**src/rtl/pal_cfg_loader.sv**
```systemverilog
// PAL configuration chain loader: byte stream in, LSB-first serial data/clock out.
// Optional `PAL_CFG_CRC_EN adds a trailing CRC-8 byte check and the crc_err output.
module pal_cfg_loader #(
    parameter int NUM_INPUTS        = 8,
    parameter int NUM_OUTPUTS       = 8,
    parameter int NUM_INTERM_STAGES = 8,
    parameter int CLK_DIV           = 1,
    localparam int BITSTREAM_LEN    = 2 * NUM_INPUTS * NUM_INTERM_STAGES
                                      + NUM_INTERM_STAGES * NUM_OUTPUTS,
    localparam int CNT_W            = $clog2(BITSTREAM_LEN + 1)
) (
    input  logic             clk,
    input  logic             rst,
    input  logic             start,
    input  logic             abort,
    input  logic [7:0]       in_data,
    input  logic             in_valid,
    output logic             in_ready,
    output logic             cfg_data,
    output logic             cfg_clk,
    output logic             busy,
    output logic             done,
`ifdef PAL_CFG_CRC_EN
    output logic             crc_err,
`endif
    output logic [CNT_W-1:0] bit_cnt
);

    localparam int PH_W = 8;

    typedef enum logic [2:0] {
        S_IDLE,
        S_FETCH,
        S_SETUP,
        S_PULSE,
        S_FINISH,
        S_CHECK
    } state_t;

    state_t            state_q, state_d;
    logic [PH_W-1:0]   phase_q, phase_d;
    logic [7:0]        shreg_q, shreg_d;
    logic [3:0]        left_q, left_d;
    logic [CNT_W-1:0]  bit_cnt_q, bit_cnt_d;
    logic              cfg_clk_q, cfg_clk_d;
    logic              cfg_data_q, cfg_data_d;
    logic              in_ready_q, in_ready_d;
    logic              busy_q, busy_d;
    logic              done_q, done_d;
    logic              handshake;
    logic              last_phase;
    logic [CNT_W-1:0]  remain;
`ifdef PAL_CFG_CRC_EN
    logic [7:0]        crc_q, crc_d;
    logic              crc_err_q, crc_err_d;
    logic              crc_fb;
`endif

    assign handshake  = in_valid && in_ready_q;
    assign last_phase = (phase_q == PH_W'(CLK_DIV - 1));
    assign remain     = CNT_W'(BITSTREAM_LEN) - bit_cnt_q;

    always_comb begin
        state_d    = state_q;
        phase_d    = phase_q;
        shreg_d    = shreg_q;
        left_d     = left_q;
        bit_cnt_d  = bit_cnt_q;
        cfg_data_d = cfg_data_q;
        busy_d     = busy_q;
        done_d     = done_q;
`ifdef PAL_CFG_CRC_EN
        crc_d      = crc_q;
        crc_err_d  = crc_err_q;
        crc_fb     = crc_q[7] ^ shreg_q[0];
`endif

        case (state_q)
            S_IDLE: begin
                if (start && !abort) begin
                    state_d   = S_FETCH;
                    busy_d    = 1'b1;
                    done_d    = 1'b0;
                    bit_cnt_d = '0;
`ifdef PAL_CFG_CRC_EN
                    crc_d     = 8'h00;
                    crc_err_d = 1'b0;
`endif
                end
            end
            S_FETCH: begin
                if (handshake) begin
                    shreg_d    = in_data;
                    // A short final byte only carries the bits the chain still needs.
                    left_d     = (remain >= CNT_W'(8)) ? 4'd8 : 4'(remain);
                    cfg_data_d = in_data[0];
                    phase_d    = '0;
                    state_d    = S_SETUP;
                end
            end
            S_SETUP: begin
                if (last_phase) begin
                    phase_d = '0;
                    state_d = S_PULSE;
                end else begin
                    phase_d = phase_q + PH_W'(1);
                end
            end
            S_PULSE: begin
                if (last_phase) begin
                    phase_d   = '0;
                    bit_cnt_d = bit_cnt_q + CNT_W'(1);
                    shreg_d   = {1'b0, shreg_q[7:1]};
                    left_d    = left_q - 4'd1;
`ifdef PAL_CFG_CRC_EN
                    crc_d     = {crc_q[6:0], 1'b0} ^ (crc_fb ? 8'h07 : 8'h00);
`endif
                    if (bit_cnt_d == CNT_W'(BITSTREAM_LEN)) begin
                        cfg_data_d = 1'b0;
`ifdef PAL_CFG_CRC_EN
                        state_d    = S_CHECK;
`else
                        state_d    = S_FINISH;
`endif
                    end else if (left_d == 4'd0) begin
                        state_d = S_FETCH;
                    end else begin
                        cfg_data_d = shreg_q[1];
                        state_d    = S_SETUP;
                    end
                end else begin
                    phase_d = phase_q + PH_W'(1);
                end
            end
            S_FINISH: begin
                cfg_data_d = 1'b0;
                busy_d     = 1'b0;
                done_d     = 1'b1;
                state_d    = S_IDLE;
            end
`ifdef PAL_CFG_CRC_EN
            S_CHECK: begin
                if (handshake) begin
                    busy_d    = 1'b0;
                    done_d    = (in_data == crc_q);
                    crc_err_d = (in_data != crc_q);
                    state_d   = S_IDLE;
                end
            end
`endif
            default: begin
                state_d = S_IDLE;
            end
        endcase

        // Abort overrides everything, but leaves bit_cnt where it was for debug.
        if (abort && (state_q != S_IDLE)) begin
            state_d    = S_IDLE;
            phase_d    = '0;
            bit_cnt_d  = bit_cnt_q;
            cfg_data_d = 1'b0;
            busy_d     = 1'b0;
            done_d     = 1'b0;
        end

        cfg_clk_d  = (state_d == S_PULSE);
        in_ready_d = (state_d == S_FETCH) || (state_d == S_CHECK);
    end

    always_ff @(posedge clk or posedge rst) begin
        if (rst) begin
            state_q    <= S_IDLE;
            phase_q    <= '0;
            shreg_q    <= '0;
            left_q     <= '0;
            bit_cnt_q  <= '0;
            cfg_clk_q  <= 1'b0;
            cfg_data_q <= 1'b0;
            in_ready_q <= 1'b0;
            busy_q     <= 1'b0;
            done_q     <= 1'b0;
`ifdef PAL_CFG_CRC_EN
            crc_q      <= 8'h00;
            crc_err_q  <= 1'b0;
`endif
        end else begin
            state_q    <= state_d;
            phase_q    <= phase_d;
            shreg_q    <= shreg_d;
            left_q     <= left_d;
            bit_cnt_q  <= bit_cnt_d;
            cfg_clk_q  <= cfg_clk_d;
            cfg_data_q <= cfg_data_d;
            in_ready_q <= in_ready_d;
            busy_q     <= busy_d;
            done_q     <= done_d;
`ifdef PAL_CFG_CRC_EN
            crc_q      <= crc_d;
            crc_err_q  <= crc_err_d;
`endif
        end
    end

    assign in_ready = in_ready_q;
    assign cfg_data = cfg_data_q;
    assign cfg_clk  = cfg_clk_q;
    assign busy     = busy_q;
    assign done     = done_q;
    assign bit_cnt  = bit_cnt_q;
`ifdef PAL_CFG_CRC_EN
    assign crc_err  = crc_err_q;
`endif

endmodule

```
**config.mk**
```make
export PLATFORM = sky130hd
export DESIGN_NAME = pal_cfg_loader
export DESIGN_NICKNAME = d
export VERILOG_FILES = /design/src/rtl/pal_cfg_loader.sv
export SDC_FILE = /design/constraint.sdc
export NUM_CORES = 1
export LEC_CHECK = 0
export ABC_AREA = 1
export ABC_CLOCK_PERIOD_IN_PS = 1850
export CAP_MARGIN = 15
export CELL_PAD_IN_SITES_DETAIL_PLACEMENT = 1
export CELL_PAD_IN_SITES_GLOBAL_PLACEMENT = 1
export CORE_MARGIN = 2
export CORE_UTILIZATION = 46
export CTS_CLUSTER_SIZE = 10
export DETAILED_ROUTE_END_ITERATION = 8
export DONT_BUFFER_PORTS = 1
export PLACE_DENSITY = 0.76
export SLEW_MARGIN = 20
export SYNTH_ARGS = -nofsm -noshare
export SYNTH_HDL_FRONTEND = slang
export SYNTH_SLANG_ARGS = --single-unit
export TNS_END_PERCENT = 10
```
**constraint.sdc**
```tcl
create_clock -name clk -period 1.85 [get_ports clk]
set_clock_uncertainty 0.1 [all_clocks]
set_input_delay 0.185 -clock clk [delete_from_list [all_inputs] [get_ports clk]]
set_output_delay 0.185 -clock clk [all_outputs]
set_load 0.01 [all_outputs]
```
run_1/class_map.png
Fill, decap, tap and diode cells in gray.
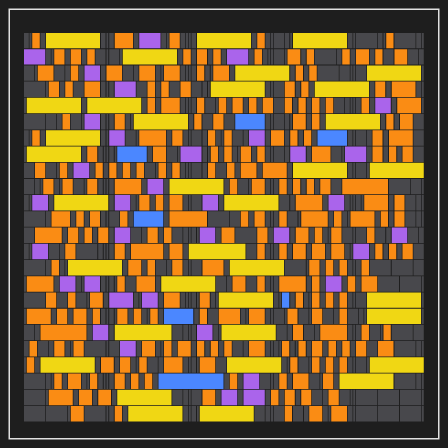
[registers] yellow | cells: 35 | share of their area: 34%
[remaining buffers and delay cells] purple | cells: 35 | share of their area: 11%
[remaining logic cells] orange | cells: 239 | share of their area: 51%
[clock drivers and dummy loads] blue | cells: 7 | share of their area: 4.0%

run_1/route_heat.png
The bar under the picture is 20 um long. The die is cut into 14 by 14 equal tiles; black is low, pale yellow is high, scaled to the fullest tile. Values are wire area over tile area, all layers added.
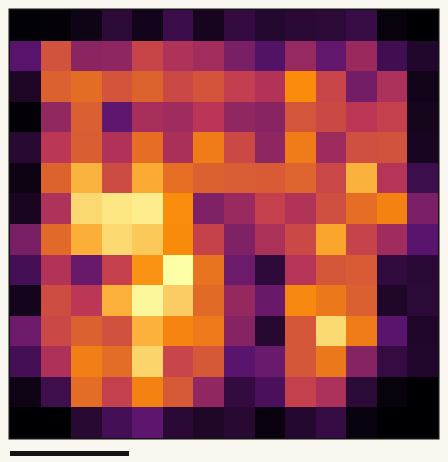
mean over tiles: 0.20
fullest tile: 0.48
nearly empty tiles: 4.6%
tiles over half the peak: 43%

run_1/placed.png
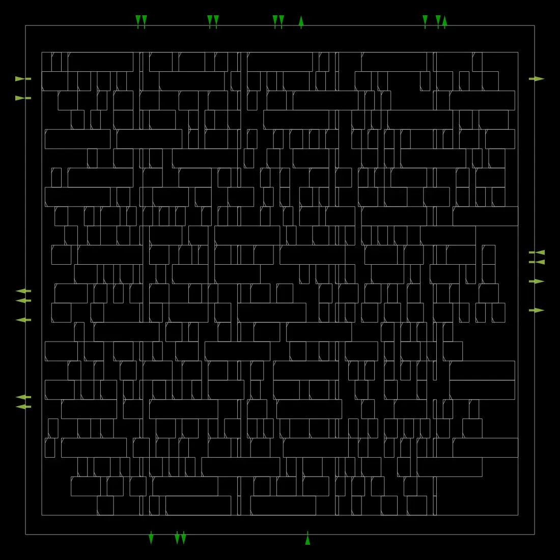
# rows: 24
# fillers: 547
flop count: 35
Final Util: 60.6%

==> results_dict.tcl, run 1 <==
# implementation run metrics
set metrics [dict create \
    outcome "finished with violations" \
    violations "setup timing" \
    finalHoldViolCount 0 \
    drt.antenna.violating_nets 0 \
    yosysMostFrequentCell "nand2_1" \
    grt_pass1_wl_um 10100 \
    grt-ovfl-total 0 \
    reg2reg_depth 8 \
    seq_share_pct 33.1 \
    crit_path_start "bit_cnt[0]" \
    logic_area_um2 1150 \
    finalNonFillerCells 368 \
    cts_buffers 5 \
    fin_ws_ns -0.0386 \
    arrival_ns 2.00 \
    r2r_end "left_q[2]" \
    crit_top_cell "a21oi_1" \
    clock_power_share_pct 22.7 \
    whs_ns 0.0469 \
    dp_hpwl_um 4100 \
    max_stage_delay_ns 0.40 \
    die_h_um 71.8 \
    yosys-stat-cells 276 \
    multi_input_comb_cells 192 \
    setup_viol 1 \
    holdPathStages 2 \
    async_flop_share_pct 100 \
    maxCapViolCount 0 \
    cts_setup_buffers 3 \
    ff_type "dfrtp_1" \
    clock_cell_area_share_pct 3.86 \
    ys_ff 35 \
    top_cells_by_area "dfrtp_1, nand2_1, inv_1" \
    p_per_area_nw_per_um2 1130 \
    synth.cell_area_um2 2110 \
    clkSinkCount 35 \
    via_count 2092 \
    top_layer_used "met4" \
    num-nonclk-inverters 47 \
    drive_gt1_share_pct 24.1 \
    placedCellCount 342 \
    holdPathEnd "shreg_q[2]" \
    postLayoutCellArea_um2 2660 \
    power_mw 3.01 \
    cts_tree "built" \
    clk_pin_slew_ns 0.07 \
    finalCritPeriodShare_pct 102 \
    yosysSeqAreaShare_pct 41.4 \
    tool_warnings 33 \
    first_iter_violations 119 \
    powerSeq_mw 1.06 \
    edf_count 0 \
    layout_top_cells "nand2_1, inv_1, dfrtp_1" \
    min_from "in_data[2]" \
    synthCells 276 \
    syn-num-nets 296 \
    p_int_mw 1.81 \
    yosys.area.top_type "dfrtp_1" \
    worstSetupEndpoint "left_q[2]" \
    max_freq_ghz 0.530 \
    switching_share_pct 39.8 \
    vias_per_cell 5.68 \
    dieWidth_um 71.8 \
    gp_congestion 0.815 \
]
run 1: worst max-delay path, delay by kind of cell, from the launching register on:
kind                     cells  cell delay [ns]
AND/OR/NAND/NOR              3             0.65
flip-flops                   1             0.38
AND-OR/OR-AND                2             0.26
adder cells (fa/ha/maj)      1             0.21
buffers and inverters        2             0.20
run 1: cell families (layout without fill, tap and decap cells):
logic type / count (synthesis) / after routing / synth area share (%)
AND/OR/NAND/NOR: 129 / 129 / 28.7
AND-OR/OR-AND: 51 / 52 / 14.7
XOR/XNOR: 4 / 4 / 1.66
flip-flops: 35 / 35 / 41.4
buffers and inverters: 50 / 89 / 9.35
adder cells (fa/ha/maj): 7 / 7 / 4.14
run_1/layers.png
The bar under the picture is 20 um long. Only two layers are drawn.
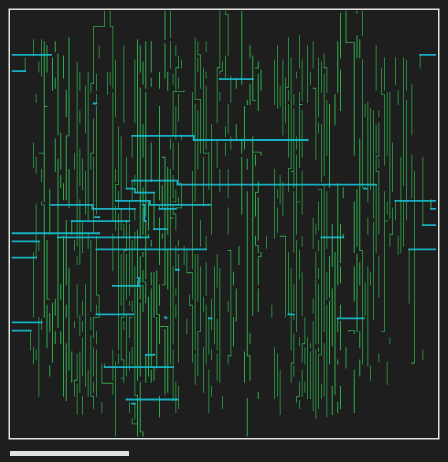

## Run 2: what changed since run 1
--- a/config.mk
+++ b/config.mk
@@ -6,7 +6,7 @@
 export NUM_CORES = 1
 export LEC_CHECK = 0
 export ABC_AREA = 1
-export ABC_CLOCK_PERIOD_IN_PS = 1850
+export ABC_CLOCK_PERIOD_IN_PS = 1920
 export CAP_MARGIN = 15
 export CELL_PAD_IN_SITES_DETAIL_PLACEMENT = 1
 export CELL_PAD_IN_SITES_GLOBAL_PLACEMENT = 1
@@ -16,6 +16,7 @@
 export DETAILED_ROUTE_END_ITERATION = 8
 export DONT_BUFFER_PORTS = 1
 export PLACE_DENSITY = 0.76
+export SETUP_SLACK_MARGIN = 0.4
 export SLEW_MARGIN = 20
 export SYNTH_ARGS = -nofsm -noshare
 export SYNTH_HDL_FRONTEND = slang
==> constraint.sdc (replaced) <==
create_clock -name clk -period 1.92 [get_ports clk]
set_clock_uncertainty 0.1 [all_clocks]
set_input_delay 0.192 -clock clk [delete_from_list [all_inputs] [get_ports clk]]
set_output_delay 0.192 -clock clk [all_outputs]
set_load 0.01 [all_outputs]
run_2/layers.png
The bar under the picture is 20 um long. Only two layers are drawn.
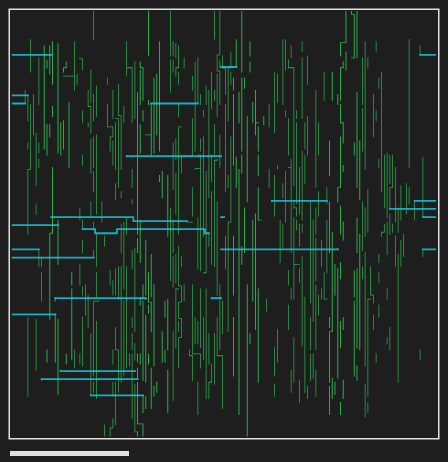
[M2] green | wire length: 2700 um
[M3] cyan | wire length: 217 um

==> run 2 against run 1 <==
The flow now finishes without violations. Register-to-register slack better by 0.15 ns. Critical path depth up 3. First-iteration DRC count shrank 57%. Worst setup slack better by 0.15 ns. Flip-flop count unchanged. Combinational power fell by 22%. Design area shrank 3.4%. Core utilization down 2.1 points. Synthesized cell count stayed put. Final cell count shrank 3.3%. Sequential power is essentially flat. Global-route usage decreased by 2.0 points. Highest routed layer unchanged.
==> results_dict.tcl, run 2 <==
# implementation run metrics
set metrics [dict create \
    reg2reg_depth 11 \
    fin_util_pct 58.5 \
    maxCapViolCount 0 \
    seq_share_pct 34.3 \
    ys_ff 35 \
    drt.antenna.violating_nets 0 \
    holdPathEnd "cfg_data" \
    finalMaxSlewViolations 0 \
    grt-ovfl-total 0 \
    topCombFamilyByArea "simple AND/OR/NAND/NOR gates" \
    yosys.area.top_type "dfrtp_1" \
    finalCritPeriodShare_pct 94.3 \
    crit_path_start "bit_cnt[0]" \
    tool_warnings 34 \
    p_int_mw 1.62 \
    layout_top_cells "nand2_1, inv_1, dfrtp_1" \
    cts_setup_buffers 1 \
    dieWidth_um 71.8 \
    max_stage_delay_ns 0.48 \
    r2r_end "cfg_clk" \
    grt_pass1_wl_um 9270 \
    p_per_area_nw_per_um2 1050 \
    postLayoutCellArea_um2 2560 \
    syn-num-nets 296 \
    switching_share_pct 39.6 \
    clkSinkCount 35 \
    first_pass_iters 4 \
    logic_area_um2 1130 \
    synth.cell_area_um2 2110 \
    portBuffers 0 \
    whs_ns 0.0577 \
    num-nonclk-inverters 47 \
    fin_ws_ns 0.110 \
    via_count 1926 \
    placedCellCount 337 \
    synthCells 276 \
    gp_congestion 0.771 \
    drive_gt1_share_pct 21.4 \
    seq_cells 35 \
    worstSetupEndpoint "cfg_clk" \
    setup_viol 0 \
    multi_input_comb_cells 191 \
    clock_power_share_pct 25.4 \
    outcome "completed" \
    first_iter_violations 51 \
    adder_share_pct 4.14 \
    arrival_ns 1.90 \
    worst-path-buf-inv 1 \
    async_flop_share_pct 100 \
    ys_sh_aoi_pct 14.7 \
    ff_type "dfrtp_1" \
    vias_per_cell 5.41 \
    max_freq_ghz 0.552 \
    edf_count 0 \
    cts_buffers 5 \
    min_from "in_data[0]" \
    cts_tree "built" \
    n_fill_cell 554 \
    yosysMostFrequentCell "nand2_1" \
    powerSeq_mw 1.03 \
    holdPathStages 4 \
    cp.required_ns 2.01 \
    clk_pin_slew_ns 0.08 \
    xor_area_share_pct 1.66 \
]
run_2/route_heat.png
The bar under the picture is 20 um long. The die is cut into 14 by 14 equal tiles; black is low, pale yellow is high, scaled to the fullest tile. Values are wire area over tile area, all layers added.
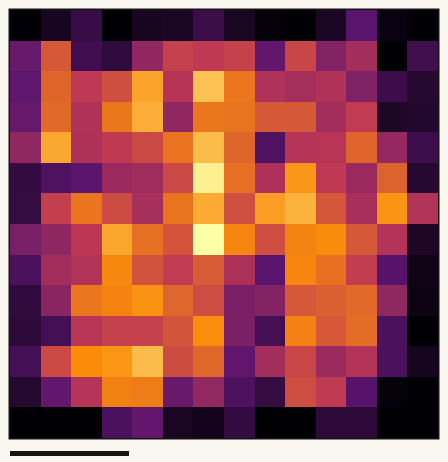
nearly empty tiles: 8.2%
mean over tiles: 0.17
densest ninth of the die: center
tiles over half the peak: 43%

run 2: netlist changes by cell type in the layout (fill, tap and decap cells not counted), moves of 2 or more:
cell | previous run | this run
buf_4 | 27 | 13
nand2_2 | 12 | 8
inv_2 | 5 | 7
nand3_1 | 21 | 19
nand2_4 | 3 | 1
a21oi_2 | 1 | 3
nand3_2 | 2 | 4
a21oi_1 | 8 | 6
nor2_4 | 5 | 3
nand2_1 | 45 | 51
run 2: routing by layer:
metal / GRT usage [%] / up-vias / routed length [um] / share of wire, %
met5: 0 / - / 0 / 0
met4: 6.71 / 0 / 65 / 1.2
met3: 4.64 / 7 / 217 / 3.9
met2: 38.2 / 32 / 2700 / 49
met1: 31.3 / 931 / 2530 / 46
li1: - / 956 / - / -
Power is estimated from default activity; no workload was simulated.
